**config.mk**
```make
export PLATFORM = sky130hd
export DESIGN_NAME = alu_arbiter
export DESIGN_NICKNAME = d
export VERILOG_FILES = /design/src/rtl/alu_arb_pkg.sv /design/src/rtl/rr_arb2.sv /design/src/rtl/alu_arbiter.sv
export SDC_FILE = /design/constraint.sdc
export NUM_CORES = 1
export LEC_CHECK = 0
export CAP_MARGIN = 20
export CORE_MARGIN = 8
export CORE_UTILIZATION = 42
export CTS_CLUSTER_DIAMETER = 150
export DETAILED_ROUTE_END_ITERATION = 8
export GPL_TIMING_DRIVEN = 0
export PLACE_DENSITY = 0.83
export REMOVE_ABC_BUFFERS = 1
export SLEW_MARGIN = 20
export SYNTH_ARGS = -nofsm -noshare
export SYNTH_HDL_FRONTEND = slang
export SYNTH_HIERARCHICAL = 1
export SYNTH_SLANG_ARGS = --single-unit
```
**constraint.sdc**
```tcl
create_clock -name clk -period 6.3 [get_ports clk]
set_clock_uncertainty 0.1 [all_clocks]
set_input_delay 1.26 -clock clk [delete_from_list [all_inputs] [get_ports clk]]
set_output_delay 1.26 -clock clk [all_outputs]
set_load 0.02 [all_outputs]
```
**src/rtl/alu_arb_pkg.sv**
```systemverilog
// Shared definitions for the two-port ALU arbiter: opcode encodings, FSM state
// encoding and the opcode legality check.
package alu_arb_pkg;

    localparam int unsigned ALU_OP_W = 4;

    localparam logic [ALU_OP_W-1:0] OP_ADD  = 4'b0010;
    localparam logic [ALU_OP_W-1:0] OP_SUB  = 4'b0011;
    localparam logic [ALU_OP_W-1:0] OP_AND  = 4'b0100;
    localparam logic [ALU_OP_W-1:0] OP_OR   = 4'b0101;
    localparam logic [ALU_OP_W-1:0] OP_XOR  = 4'b0110;
    localparam logic [ALU_OP_W-1:0] OP_NOT  = 4'b0111;
    localparam logic [ALU_OP_W-1:0] OP_SLL  = 4'b1000;
    localparam logic [ALU_OP_W-1:0] OP_SRL  = 4'b1001;
    localparam logic [ALU_OP_W-1:0] OP_NOR  = 4'b1010;
    localparam logic [ALU_OP_W-1:0] OP_SUBU = 4'b1011;
    localparam logic [ALU_OP_W-1:0] OP_ADDU = 4'b1100;

    typedef enum logic [1:0] {
        StIdle = 2'd0,
        StExec = 2'd1,
        StCapt = 2'd2
    } state_e;

    function automatic logic is_legal_op(input logic [ALU_OP_W-1:0] op);
        logic legal;
        legal = 1'b0;
        case (op)
            OP_ADD, OP_SUB, OP_AND, OP_OR, OP_XOR, OP_NOT,
            OP_SLL, OP_SRL, OP_NOR, OP_SUBU, OP_ADDU: legal = 1'b1;
            default: legal = 1'b0;
        endcase
        return legal;
    endfunction

endpackage

```
**src/rtl/rr_arb2.sv**
```systemverilog
// Two-way round-robin arbiter, purely combinational.
//   req0_i, req1_i : request lines
//   last_grant_i   : port granted most recently (0 or 1)
//   gnt_o          : one-hot grant, all-zero when nothing requests
module rr_arb2 (
    input  logic       req0_i,
    input  logic       req1_i,
    input  logic       last_grant_i,
    output logic [1:0] gnt_o
);

    always_comb begin
        gnt_o = {req1_i, req0_i};
        // On contention the port that did not win last time goes next.
        if (req0_i && req1_i) begin
            gnt_o = last_grant_i ? 2'b01 : 2'b10;
        end
    end

endmodule

```
**src/rtl/alu_arbiter.sv**
```systemverilog
// Shares one registered (one-cycle) ALU between two requesters.
//   req_*_0/1  : valid/ready request channels (opcode, operands, shift amount)
//   rsp_*_0/1  : one-cycle response pulse plus held result/flags/error
//   alu_*      : registered drive to the ALU and its registered result/flags
//   busy       : an operation is in flight
// One op in flight; handshake in cycle T gives rsp_valid in cycle T+3.
module alu_arbiter
    import alu_arb_pkg::*;
#(
    parameter int unsigned DATA_W = 32,
    parameter int unsigned OP_W   = 4,
    parameter int unsigned SH_W   = 5
) (
    input  logic              clk,
    input  logic              reset,
    input  logic              req_valid_0,
    input  logic              req_valid_1,
    output logic              req_ready_0,
    output logic              req_ready_1,
    input  logic [OP_W-1:0]   req_op_0,
    input  logic [OP_W-1:0]   req_op_1,
    input  logic [DATA_W-1:0] req_a_0,
    input  logic [DATA_W-1:0] req_a_1,
    input  logic [DATA_W-1:0] req_b_0,
    input  logic [DATA_W-1:0] req_b_1,
    input  logic [SH_W-1:0]   req_shamt_0,
    input  logic [SH_W-1:0]   req_shamt_1,
    output logic              rsp_valid_0,
    output logic              rsp_valid_1,
    output logic [DATA_W-1:0] rsp_result_0,
    output logic [DATA_W-1:0] rsp_result_1,
    output logic              rsp_overflow_0,
    output logic              rsp_overflow_1,
    output logic              rsp_zero_0,
    output logic              rsp_zero_1,
    output logic              rsp_less_0,
    output logic              rsp_less_1,
    output logic              rsp_err_0,
    output logic              rsp_err_1,
    output logic [OP_W-1:0]   alu_control,
    output logic [DATA_W-1:0] alu_operand_a,
    output logic [DATA_W-1:0] alu_operand_b,
    output logic [SH_W-1:0]   alu_shamt,
    input  logic [DATA_W-1:0] alu_result,
    input  logic              alu_overflow,
    input  logic              alu_zero,
    input  logic              alu_less,
    output logic              busy
);

    state_e state_q, state_d;
    logic   last_grant_q;
    logic   port_q;
    logic   illegal_q;
    logic [1:0] gnt;

    logic [OP_W-1:0]   alu_control_q;
    logic [DATA_W-1:0] alu_operand_a_q, alu_operand_b_q;
    logic [SH_W-1:0]   alu_shamt_q;

    logic              rsp_valid_0_q, rsp_valid_1_q;
    logic [DATA_W-1:0] rsp_result_0_q, rsp_result_1_q;
    logic              rsp_overflow_0_q, rsp_overflow_1_q;
    logic              rsp_zero_0_q, rsp_zero_1_q;
    logic              rsp_less_0_q, rsp_less_1_q;
    logic              rsp_err_0_q, rsp_err_1_q;

    rr_arb2 u_rr_arb2 (
        .req0_i      (req_valid_0),
        .req1_i      (req_valid_1),
        .last_grant_i(last_grant_q),
        .gnt_o       (gnt)
    );

    logic              idle;
    logic              hs;
    logic              win;
    logic [OP_W-1:0]   sel_op;
    logic [DATA_W-1:0] sel_a, sel_b;
    logic [SH_W-1:0]   sel_shamt;
    logic              sel_legal;

    assign idle        = (state_q == StIdle);
    assign req_ready_0 = idle & gnt[0];
    assign req_ready_1 = idle & gnt[1];
    assign hs          = req_ready_0 | req_ready_1;
    assign win         = gnt[1];
    assign sel_op      = win ? req_op_1    : req_op_0;
    assign sel_a       = win ? req_a_1     : req_a_0;
    assign sel_b       = win ? req_b_1     : req_b_0;
    assign sel_shamt   = win ? req_shamt_1 : req_shamt_0;
    assign sel_legal   = is_legal_op(sel_op);

    // Illegal ops never reach the ALU, so their response is synthesised here.
    logic [DATA_W-1:0] cap_result;
    logic              cap_overflow, cap_zero, cap_less;
    assign cap_result   = illegal_q ? '0 : alu_result;
    assign cap_overflow = ~illegal_q & alu_overflow;
    assign cap_zero     = illegal_q | alu_zero;
    assign cap_less     = ~illegal_q & alu_less;

    always_comb begin
        state_d = state_q;
        case (state_q)
            StIdle:  if (hs) state_d = StExec;
            StExec:  state_d = StCapt;
            StCapt:  state_d = StIdle;
            default: state_d = StIdle;
        endcase
    end

    always_ff @(posedge clk or posedge reset) begin
        if (reset) begin
            state_q <= StIdle;
        end else begin
            state_q <= state_d;
        end
    end

    always_ff @(posedge clk or posedge reset) begin
        if (reset) begin
            last_grant_q     <= 1'b1;
            port_q           <= 1'b0;
            illegal_q        <= 1'b0;
            alu_control_q    <= '0;
            alu_operand_a_q  <= '0;
            alu_operand_b_q  <= '0;
            alu_shamt_q      <= '0;
            rsp_valid_0_q    <= 1'b0;
            rsp_valid_1_q    <= 1'b0;
            rsp_result_0_q   <= '0;
            rsp_result_1_q   <= '0;
            rsp_overflow_0_q <= 1'b0;
            rsp_overflow_1_q <= 1'b0;
            rsp_zero_0_q     <= 1'b0;
            rsp_zero_1_q     <= 1'b0;
            rsp_less_0_q     <= 1'b0;
            rsp_less_1_q     <= 1'b0;
            rsp_err_0_q      <= 1'b0;
            rsp_err_1_q      <= 1'b0;
        end else begin
            rsp_valid_0_q <= 1'b0;
            rsp_valid_1_q <= 1'b0;
            if (hs) begin
                port_q       <= win;
                illegal_q    <= ~sel_legal;
                last_grant_q <= win;
                // Drive registers keep the last legal op when an illegal one arrives.
                if (sel_legal) begin
                    alu_control_q   <= sel_op;
                    alu_operand_a_q <= sel_a;
                    alu_operand_b_q <= sel_b;
                    alu_shamt_q     <= sel_shamt;
                end
            end
            if (state_q == StCapt) begin
                if (!port_q) begin
                    rsp_valid_0_q    <= 1'b1;
                    rsp_result_0_q   <= cap_result;
                    rsp_overflow_0_q <= cap_overflow;
                    rsp_zero_0_q     <= cap_zero;
                    rsp_less_0_q     <= cap_less;
                    rsp_err_0_q      <= illegal_q;
                end else begin
                    rsp_valid_1_q    <= 1'b1;
                    rsp_result_1_q   <= cap_result;
                    rsp_overflow_1_q <= cap_overflow;
                    rsp_zero_1_q     <= cap_zero;
                    rsp_less_1_q     <= cap_less;
                    rsp_err_1_q      <= illegal_q;
                end
            end
        end
    end

    assign alu_control    = alu_control_q;
    assign alu_operand_a  = alu_operand_a_q;
    assign alu_operand_b  = alu_operand_b_q;
    assign alu_shamt      = alu_shamt_q;
    assign rsp_valid_0    = rsp_valid_0_q;
    assign rsp_valid_1    = rsp_valid_1_q;
    assign rsp_result_0   = rsp_result_0_q;
    assign rsp_result_1   = rsp_result_1_q;
    assign rsp_overflow_0 = rsp_overflow_0_q;
    assign rsp_overflow_1 = rsp_overflow_1_q;
    assign rsp_zero_0     = rsp_zero_0_q;
    assign rsp_zero_1     = rsp_zero_1_q;
    assign rsp_less_0     = rsp_less_0_q;
    assign rsp_less_1     = rsp_less_1_q;
    assign rsp_err_0      = rsp_err_0_q;
    assign rsp_err_1      = rsp_err_1_q;
    assign busy           = ~idle;

endmodule
```
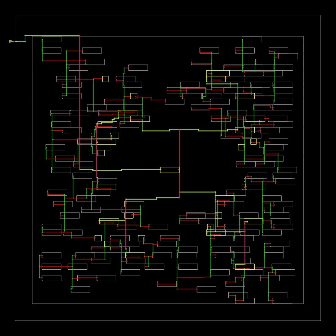
(images/clock_nets.png)
clk_lat worst skew: 410 ps
total CTS buffers: 17
clock buffer count: 17
Clk power: 985 uW

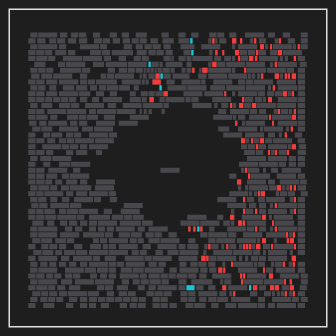
(images/gates.png)
| family | color | cells | most used |
|---|---|---|---|
| nand cells | red | 116 | nand2_1 |
| inv cells | cyan | 8 | inv_1 |

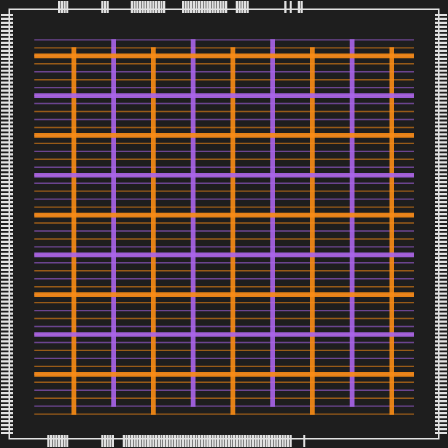
(images/floorplan.png)
Pins as bars on the die edge.
| net | color |
|---|---|
| VSS | orange |
| VDD | purple |
rows: 47
signal pins: 335

==> ci_impl_report.md <==
### Yosys + OpenROAD results

| Metric | Value |
|---|---|
| Final hold violations | 0 |
| Area delta synth->final | 60.1% |
| Post-CTS Resized | 0 |
| Yosys cell count | 559 |
| Outcome | completed |
| First-pass DRT Iterations | 4 |
| Worst path arrival time | 3090 ps |
| Clock sinks | 152 |
| Fill cell count | 1204 |
| End of the worst register-to-register path | alu_shamt[4]$_DFFE_PP0P_ |
| Slew HR | 0.273 |
| Hold Crit Endpoint | rsp_result_1[0]$_DFFE_PP0P_ |
| Vias | 5513 |
| Min-delay src | rsp_result_1[0]$_DFFE_PP0P_ |
| Starting density of the core | 0.429 |
| Drt via density | 4.90 |
| Area leader, netlist | dfrtp_1 |
| Iteration-0 DRC Markers | 171 |
| RSZ-0062 raised after global routing | no |
| RR Startpoint | last_grant_q$_DFFE_PP1P_ |
| Max FO, Critical Path | 10 |
| Post-Syn Area | 0.00712 sq mm |
| Crit share post-route | 0.707 |
| Chip area in the Yosys report | 0.00712 sq mm |
| Top cells by area | dfrtp_1, mux2_4, mux2_2 |
| Post-layout util | 0.687 |
| TritonCTS clock tree | built |
| Root Driver | clkbuf_16 |
| Initial antenna violation count | 1 |
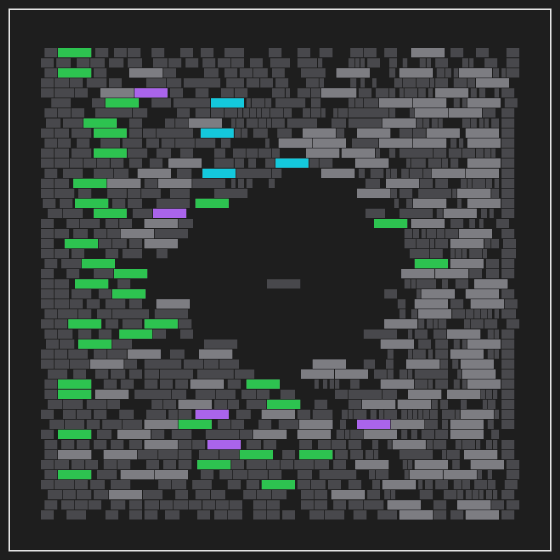
(images/ff_map.png)
Other sequential cells in the stronger gray, the rest of the logic in the fainter gray.
| netlist name | color | sequential cells |
|---|---|---|
| alu_control | cyan | 4 |
| alu_operand_a | green | 32 |
| alu_shamt | purple | 5 |
not colored: 111

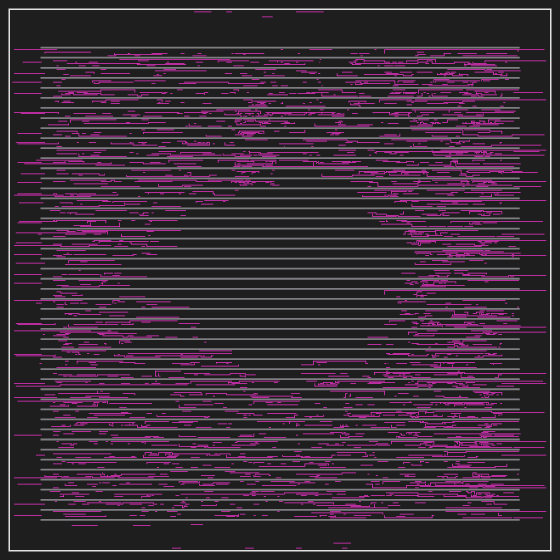
(images/m1.png)
Supply wires on this layer in gray.
main direction: horizontal
nets with wire on the layer: 963

==> how the worst max path moves through the flow <==
stage | to | slack (ps) | start
2_1_floorplan | alu_operand_a[0]$_DFFE_PP0P_ | -4590 | req_valid_1
3_5_place_dp | alu_shamt[4]$_DFFE_PP0P_ | 1750 | req_valid_1
5_1_grt | req_ready_1 | 1760 | req_valid_1
6_report | req_ready_1 | 1850 | req_valid_1
3_3_place_gp | alu_operand_b[9]$_DFFE_PP0P_ | -8740 | req_valid_1
4_1_cts | req_ready_1 | 1820 | req_valid_1
==> routing by layer <==
metal / global-route usage / vias up / wire, um
met1: 0.222 / 2623 / 8170
met2: 0.330 / 262 / 10400
met3: 0.111 / 31 / 2730
met4: 0.0685 / 0 / 446
met5: 0 / - / 0
li1: - / 2597 / -
==> synthesized netlist by cell type <==
cell type / n
nand2_4: 1
nand3b_1: 1
buf_12: 7
o21a_1: 2
a31oi_1: 2
dfstp_2: 1
nand4_1: 1
inv_2: 1
o221ai_4: 1
o21ai_0: 38
clkbuf_1: 26
o21ai_1: 34
inv_1: 7
nand2_2: 2
o31ai_1: 1
mux2_4: 70
or3b_1: 1
and2_4: 1
nand2_1: 77
a22oi_1: 1
dfrtp_1: 151
mux2i_2: 1
mux2i_1: 2
a21o_1: 2
mux2_2: 70
a21boi_0: 1
nor2b_1: 1
and2_1: 1
nand2b_1: 34
a21boi_1: 1
a21oi_1: 3
or2_1: 1
o211ai_1: 1
nor2_1: 7
mux2i_4: 2
a2111oi_0: 1
buf_6: 2
nor3_1: 3
==> registers in the layout, indices dropped and copies added (netlist names), 2 cells and up <==
name,count
alu_shamt,5
alu_control,4
state_q,2
rsp_result_0,32
rsp_result_1,32
alu_operand_b,32
alu_operand_a,32
==> final cells by class <==
cell class              instances  area, sq um  area share
diodes                          1         2.50    0.000220
clock buffers                  17          425      0.0373
clock inverters                14          140      0.0123
inverters                       8         37.5     0.00329
multi-input cells             364         3040       0.267
flip-flops and latches        152         3800       0.334
well taps                     220          275      0.0241
repair buffers                349         3670       0.322
==> power by group <==
part	internal (mW)	total, mW	switching (mW)	leakage (nW)
registers	1.41	1.68	0.274	1.88
clock network	0.552	0.985	0.433	0.267
logic	1.56	2.89	1.33	2.84
==> through the flow <==
step	total power, mW	setup WS (ps)	TNS (ps)	hold WS [ps]	cell area [sq um]
finish	5.56	1850	0	378	11400
floorplan	3.26	-4590	-340240	338	6860
global route	5.86	1760	0	405	11400
CTS	5.62	1820	0	384	11400
detailed placement	4.61	1750	0	368	10800
global placement	4.51	-8740	-848450	356	10500
==> cell families after synthesis <==
kind of cell | share of synthesized area
DFF | 0.534
muxes | 0.269
AOI/OAI and AO/OA | 0.0689
and+or+nand+nor | 0.0866
buffers and inverters | 0.0408
==> worst max-delay path: stages <==
cell and delay [ps]:
clkdlybuf4s50_1 480, a21boi_4 470, and2_1 250, clkdlybuf4s50_1 630
Power and IR drop assume default switching activity.
